`config.mk`:
```
export PLATFORM = sky130hd
export DESIGN_NAME = bldc_commutator
export DESIGN_NICKNAME = d
export VERILOG_FILES = /design/src/rtl/bldc_commutator.sv
export SDC_FILE = /design/constraint.sdc
export NUM_CORES = 1
export LEC_CHECK = 0
export CORE_AREA = 2 2 104 106
export CTS_BUF_LIST = sky130_fd_sc_hd__clkbuf_16
export DETAILED_ROUTE_END_ITERATION = 8
export DIE_AREA = 0 0 106 108
export GPL_ROUTABILITY_DRIVEN = 0
export GPL_TIMING_DRIVEN = 0
export PLACE_DENSITY = 0.7
export SYNTH_ARGS = -nofsm -noshare
export SYNTH_HDL_FRONTEND = slang
export SYNTH_SLANG_ARGS = --single-unit
```
`constraint.sdc`:
```
create_clock -name CLK -period 6.35 [get_ports CLK]
set_input_delay 0.635 -clock CLK [delete_from_list [all_inputs] [get_ports CLK]]
set_output_delay 0.635 -clock CLK [all_outputs]
set_load 0.02 [all_outputs]
```
`src/rtl/bldc_commutator.sv`:
```
// Six-step BLDC commutator: filtered halls -> sector/step count -> dead-timed, PWM-gated half-bridge drives.
// Latency: hall edge to accepted code 2+HALL_FILTER cycles, gates registered (pwm_in 1 cycle); no backpressure.
module bldc_commutator #(
   parameter int DEADTIME_CYCLES = 32,
   parameter int HALL_FILTER     = 3,
   parameter int STALL_CYCLES    = 3_200_000
) (
   input  logic               CLK,
   input  logic               reset,
   input  logic               enable,
   input  logic               dir,
   input  logic               pwm_in,
   input  logic [2:0]         hall,
   output logic               INHA,
   output logic               INLA,
   output logic               INHB,
   output logic               INLB,
   output logic               INHC,
   output logic               INLC,
   output logic [2:0]         sector,
   output logic               fault,
   output logic [1:0]         fault_code,
   output logic signed [23:0] step_count
);

   localparam int FW = $clog2(HALL_FILTER + 1);
   localparam int DW = $clog2(DEADTIME_CYCLES + 1);
   localparam int SW = $clog2(STALL_CYCLES + 1);

   localparam logic [1:0] IDLE     = 2'd0;
   localparam logic [1:0] DEADTIME = 2'd1;
   localparam logic [1:0] DRIVE    = 2'd2;
   localparam logic [1:0] FAULT    = 2'd3;

   function automatic logic [2:0] hall_sector(input logic [2:0] code);
      case (code)
         3'b101:  return 3'd0;
         3'b100:  return 3'd1;
         3'b110:  return 3'd2;
         3'b010:  return 3'd3;
         3'b011:  return 3'd4;
         3'b001:  return 3'd5;
         default: return 3'd0;
      endcase
   endfunction

   function automatic logic hall_ok(input logic [2:0] code);
      return (code != 3'b000) && (code != 3'b111);
   endfunction

   logic [2:0]    hall_m, hall_s, filt_code, acc_code;
   logic [FW-1:0] filt_cnt, filt_nxt;
   logic          accept, acc_chg, acc_vld;
   logic [2:0]    new_sec, sec_inc, sec_dec;

   logic [1:0]    state;
   logic [DW-1:0] dt_cnt;
   logic [SW-1:0] stall_cnt;
   logic [2:0]    sec_q;
   logic          dir_q;
   logic [5:0]    gates, drv;
   logic [2:0]    fwd_hi, fwd_lo, hi_oh, lo_oh;

   always_comb begin
      filt_nxt = FW'(1);
      if (hall_s == filt_code)
         filt_nxt = (filt_cnt == FW'(HALL_FILTER)) ? filt_cnt : filt_cnt + FW'(1);
   end

   assign accept  = (filt_nxt == FW'(HALL_FILTER)) && (hall_s != acc_code);
   assign acc_vld = hall_ok(acc_code);
   assign new_sec = hall_sector(hall_s);
   assign sec_inc = (sector == 3'd5) ? 3'd0 : sector + 3'd1;
   assign sec_dec = (sector == 3'd0) ? 3'd5 : sector - 3'd1;

   // Steps are only counted between two valid codes; loading from 000/111 just sets the sector.
   always_ff @(posedge CLK) begin
      if (reset) begin
         hall_m     <= 3'b000;
         hall_s     <= 3'b000;
         filt_code  <= 3'b000;
         filt_cnt   <= '0;
         acc_code   <= 3'b000;
         acc_chg    <= 1'b0;
         sector     <= 3'd0;
         step_count <= '0;
      end else begin
         hall_m    <= hall;
         hall_s    <= hall_m;
         filt_code <= hall_s;
         filt_cnt  <= filt_nxt;
         acc_chg   <= accept;
         if (accept) begin
            acc_code <= hall_s;
            if (hall_ok(hall_s)) begin
               sector <= new_sec;
               if (acc_vld && new_sec == sec_inc)
                  step_count <= step_count + 24'sd1;
               else if (acc_vld && new_sec == sec_dec)
                  step_count <= step_count - 24'sd1;
            end
         end
      end
   end

   // One-hot legs {A,B,C}; reverse simply swaps the high and low leg.
   always_comb begin
      fwd_hi = 3'b000;
      fwd_lo = 3'b000;
      case (sector)
         3'd0: begin fwd_hi = 3'b100; fwd_lo = 3'b010; end
         3'd1: begin fwd_hi = 3'b100; fwd_lo = 3'b001; end
         3'd2: begin fwd_hi = 3'b010; fwd_lo = 3'b001; end
         3'd3: begin fwd_hi = 3'b010; fwd_lo = 3'b100; end
         3'd4: begin fwd_hi = 3'b001; fwd_lo = 3'b100; end
         3'd5: begin fwd_hi = 3'b001; fwd_lo = 3'b010; end
         default: ;
      endcase
      hi_oh = dir ? fwd_lo : fwd_hi;
      lo_oh = dir ? fwd_hi : fwd_lo;
      drv   = {hi_oh[2] & pwm_in, lo_oh[2], hi_oh[1] & pwm_in, lo_oh[1],
               hi_oh[0] & pwm_in, lo_oh[0]};
   end

   always_ff @(posedge CLK) begin
      if (reset) begin
         state      <= IDLE;
         dt_cnt     <= '0;
         stall_cnt  <= '0;
         sec_q      <= 3'd0;
         dir_q      <= 1'b0;
         gates      <= '0;
         fault      <= 1'b0;
         fault_code <= 2'd0;
      end else begin
         gates     <= '0;
         stall_cnt <= '0;
         case (state)
            IDLE: begin
               if (enable && acc_vld) begin
                  state  <= DEADTIME;
                  dt_cnt <= '0;
                  sec_q  <= sector;
                  dir_q  <= dir;
               end
            end
            DEADTIME: begin
               if (!enable) begin
                  state <= IDLE;
               end else if (!acc_vld) begin
                  state      <= FAULT;
                  fault      <= 1'b1;
                  fault_code <= 2'd1;
               end else if (sector != sec_q || dir != dir_q) begin
                  dt_cnt <= '0;
                  sec_q  <= sector;
                  dir_q  <= dir;
               end else if (dt_cnt == DW'(DEADTIME_CYCLES - 1)) begin
                  state <= DRIVE;
                  gates <= drv;
               end else begin
                  dt_cnt <= dt_cnt + DW'(1);
               end
            end
            DRIVE: begin
               if (!enable) begin
                  state <= IDLE;
               end else if (!acc_vld) begin
                  state      <= FAULT;
                  fault      <= 1'b1;
                  fault_code <= 2'd1;
               end else if (sector != sec_q || dir != dir_q) begin
                  state  <= DEADTIME;
                  dt_cnt <= '0;
                  sec_q  <= sector;
                  dir_q  <= dir;
               end else if (stall_cnt == SW'(STALL_CYCLES - 1)) begin
                  state      <= FAULT;
                  fault      <= 1'b1;
                  fault_code <= 2'd2;
               end else begin
                  gates     <= drv;
                  stall_cnt <= acc_chg ? '0 : stall_cnt + SW'(1);
               end
            end
            FAULT: begin
               if (!enable) begin
                  state      <= IDLE;
                  fault      <= 1'b0;
                  fault_code <= 2'd0;
               end
            end
            default: state <= IDLE;
         endcase
      end
   end

   assign {INHA, INLA, INHB, INLB, INHC, INLC} = gates;

endmodule

```
==> images/metal_stack.png <==
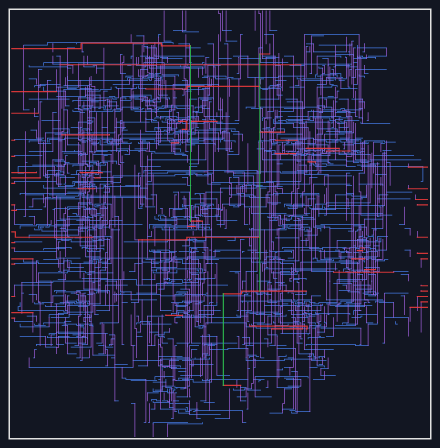
legend:
  met1:
    color: blue
    wire_length: 5,070 µm
  met3:
    color: red
    wire_length: 427 µm
  met2:
    color: purple
    wire_length: 5,560 µm
  met4:
    color: green
    wire_length: 127 µm

==> images/registers.png <==
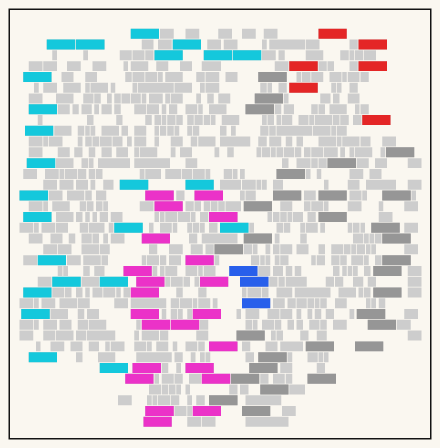
legend:
  acc_code:
    color: blue
    sequential_cells: 3
  dt_cnt:
    color: red
    sequential_cells: 6
    where: north-east
  step_count:
    color: cyan
    sequential_cells: 24
  stall_cnt:
    color: magenta
    sequential_cells: 22

==> Flow_metrics.wiki <==
=== Synthesis and place and route ===
{| class="wikitable"
! Metric !! Value
|-
| Run status || finished clean
|-
| Initial Utilization || ~50%
|-
| Antenna viol nets, final || 0
|-
| RR Endpoint || step_count[20]$_SDFFE_PP0P_
|-
| Max Cap Viol || 0
|-
| Final critical delay including setup and external delays || approximately 5000 ps
|-
| Global route hottest layer || met2
|-
| Global-route wire length before repair || 18,500 µm
|-
| Sequential share of power || a little under half
|-
| Area share of the largest cell type after synthesis || 33.4%
|-
| Top logic cell family in the synthesized netlist || simple AND/OR/NAND/NOR gates
|-
| Number of multi-input logic gates || approximately 470
|-
| Dominant logic cell type in the layout || dfxtp_1
|-
| Clock tree from TritonCTS || yes
|-
| Post-Synthesis Cells || between 500 and 600
|-
| Average instance area after synthesis || roughly 8.5 µm²
|-
| # resized after CTS || 0
|-
| Final routed DRC violation total || 0
|-
| Worst setup path class || flop to flop
|-
| Total detailed-routing wirelength || between 10,000 and 15,000 µm
|-
| Number of sequential storage elements || between 80 and 90
|-
| ANT cells || 0
|-
| Summed negative setup slack over all endpoints || 0 ps
|-
| CTS sink count || 85
|-
| Area-dominant class || combinational gates
|-
| X dimension of the die || approximately 110 µm
|-
| Layout cell share with drive strength beyond 1 || 6.58%
|-
| Launching point of the worst reg2reg path || sector[1]$_SDFFE_PP0P_
|-
| Maximum cell stage delay along the critical path || around 560 ps
|-
| Count of library flops with an enable pin || 0
|-
| Cell area leaders || dfxtp_1 33%, ha_1 7.4%, nor2_1 5.9%, xor2_1 5.5%, mux2i_1 5.1%
|-
| Fraction of the core area covered by cells at the end of the flow || about three fifths
|-
| Share of the yosys chip area belonging to registers || between 30% and 40%
|-
| Number of library cell types mapped by synthesis || between 70 and 80
|-
| Post-synthesis simple-gate area fraction || just over 20%
|-
| Initial detailed-routing violation count || approximately 180
|-
| Number of logic stages on the critical path including buffering || 16
|-
| Critical path startpoint category || flop
|-
| Most repeated cell in the gate-level netlist after synthesis || dfxtp_1
|-
| Number of clock buffer instances in the layout || 9
|-
| Clock Skews || between 9 and 10 ps
|-
| Clock buffers created by TritonCTS || 9
|-
| Register share of the cell area || 28.5%
|-
| Final setup vio count || 0
|-
| Nets@finish || 687
|-
| Count of non-CTS buffers in the layout || roughly 69
|-
| Top reg by flops || step_count
|-
| Worst hold path cell count || 1
|-
| Met3 wire len || between 400 and 500 µm
|-
| Avg WL per Cell || 14.2 µm
|-
| Post-route design area || around 6000 µm²
|-
| Synth cell count leaders || 85 x dfxtp_1, 80 x nor2_1, 50 x a21oi_1
|-
| H-Tree Depth || 3
|-
| Via density || 5.49
|-
| Cell area after synthesis || ~5000 µm²
|-
| Inverters || 14
|-
| Chip Footprint || 11,400 µm²
|-
| Internal power summed over all cells || approximately 0.88 mW
|-
| Async set-or-reset flop fraction in the synthesized netlist || 0%
|-
| Flop2flop setup slack || 1390 ps
|-
| Footprint of the flip-flops and latches || between 1500 and 2000 µm²
|-
| Number of buffers on the longest clock path || 2
|-
| Crit. Startpoint || sector[1]$_SDFFE_PP0P_
|-
| Relative area of clock buffers and inverters in the final design || around 5.0%
|-
| Combinational fraction of the cell area || a little over half
|-
| Uppermost layer routed || met4
|-
| Sum of net half-perimeters after detailed placement || 8160 µm
|-
| Clock edge transition at the registers on the reported setup and hold paths || around 70 ps
|-
| Seq power || between 0.5 and 0.6 mW
|-
| Number of buffers inserted to repair setup after CTS || 0
|-
| Ordered cell list for the critical path || clkbuf_1 > clkbuf_1 > and2_1 > ha_1 > a21oi_1 > xnor2_1 > nand2_1 > or2_2 > ha_1 > a211o_1 > a31o_2 > a31oi_2 > o21ai_0 > a2111oi_0 > a311oi_1 > a22o_1
|-
| Part of the total power dissipated in combinational logic || between 7 and 8%
|-
| Tightest Pin Transition || between 600 and 700 ps
|-
| Leak || 2.45 nW
|-
| Global routing usage summed across all routing layers || around a fifth
|-
| Rel. slew slack || 58.2%
|-
| Endpoint arrival time on the critical path || about 5200 ps
|-
| Number of buffers added on ports || roughly 41
|-
| Group drawing the most power || registers
|-
| Area growth from synthesis to layout || 17.3%
|-
| Final standard cell count with taps included and fillers excluded || 789
|-
| Crit path buffers/inverters || 2
|-
| Number of warnings in the stage logs || 30
|-
| Switching share of power || 24.5%
|-
| Area of the core || 10,200 µm²
|-
| Post-layout period usage || between 70% and 80%
|-
| Main synth FF type || dfxtp_1
|-
| Cell Count Post-Placement || ~770
|-
| Total cell area reported by yosys after synthesis || 5090 µm²
|-
| Met1 wire length || 5070 µm
|-
| Type of the most critical hold path || flop to flop
|-
| Cell family with most CP delay || AND-OR/OR-AND gates
|-
| Peak supply drop || 0.106 mV
|-
| Power in combinational cells || around 0.09 mW
|-
| Nets at Floorplan || 635
|-
| Root buffer cell || clkbuf_16
|-
| Net switching power || around 0.29 mW
|-
| FILL cells || just over 900
|-
| Setup repair after global routing missed its margin || false
|-
| Top-level I/O count || 44
|-
| Hold path startpoint || hall_m[2]$_SDFF_PP0_
|-
| Number of well-tap cells placed || 136
|-
| Worst r2r path cells || 16
|-
| Final Slew Violations || 0
|-
| End point of the worst hold path || hall_s[2]$_SDFF_PP0_
|-
| Total power per unit cell area || a little under 200 nW/µm²
|-
| Fraction of synthesized cell area in xor and xnor cells || 10.1%
|-
| Worst EP required || around 6600 ps
|-
| Routed via count || around 4,300
|-
| Top fanout value on the critical path || 23
|-
| Kind of capture point of the worst setup path || flop
|-
| Met1 GRT Util || approximately 24%
|-
| PnR worst setup slack || between 1000 and 1500 ps
|-
| Largest area contributor in the netlist || dfxtp_1
|-
| Hold bufs inserted after CTS || 0
|}
==> images/final_clocks.png <==
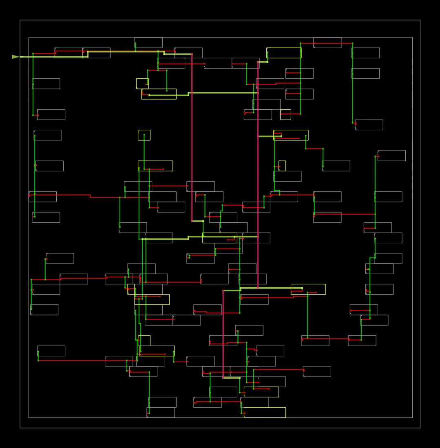
clock network power: 0.534 mW
Latency at later pin: 350 ps

Power and IR drop assume default switching activity.
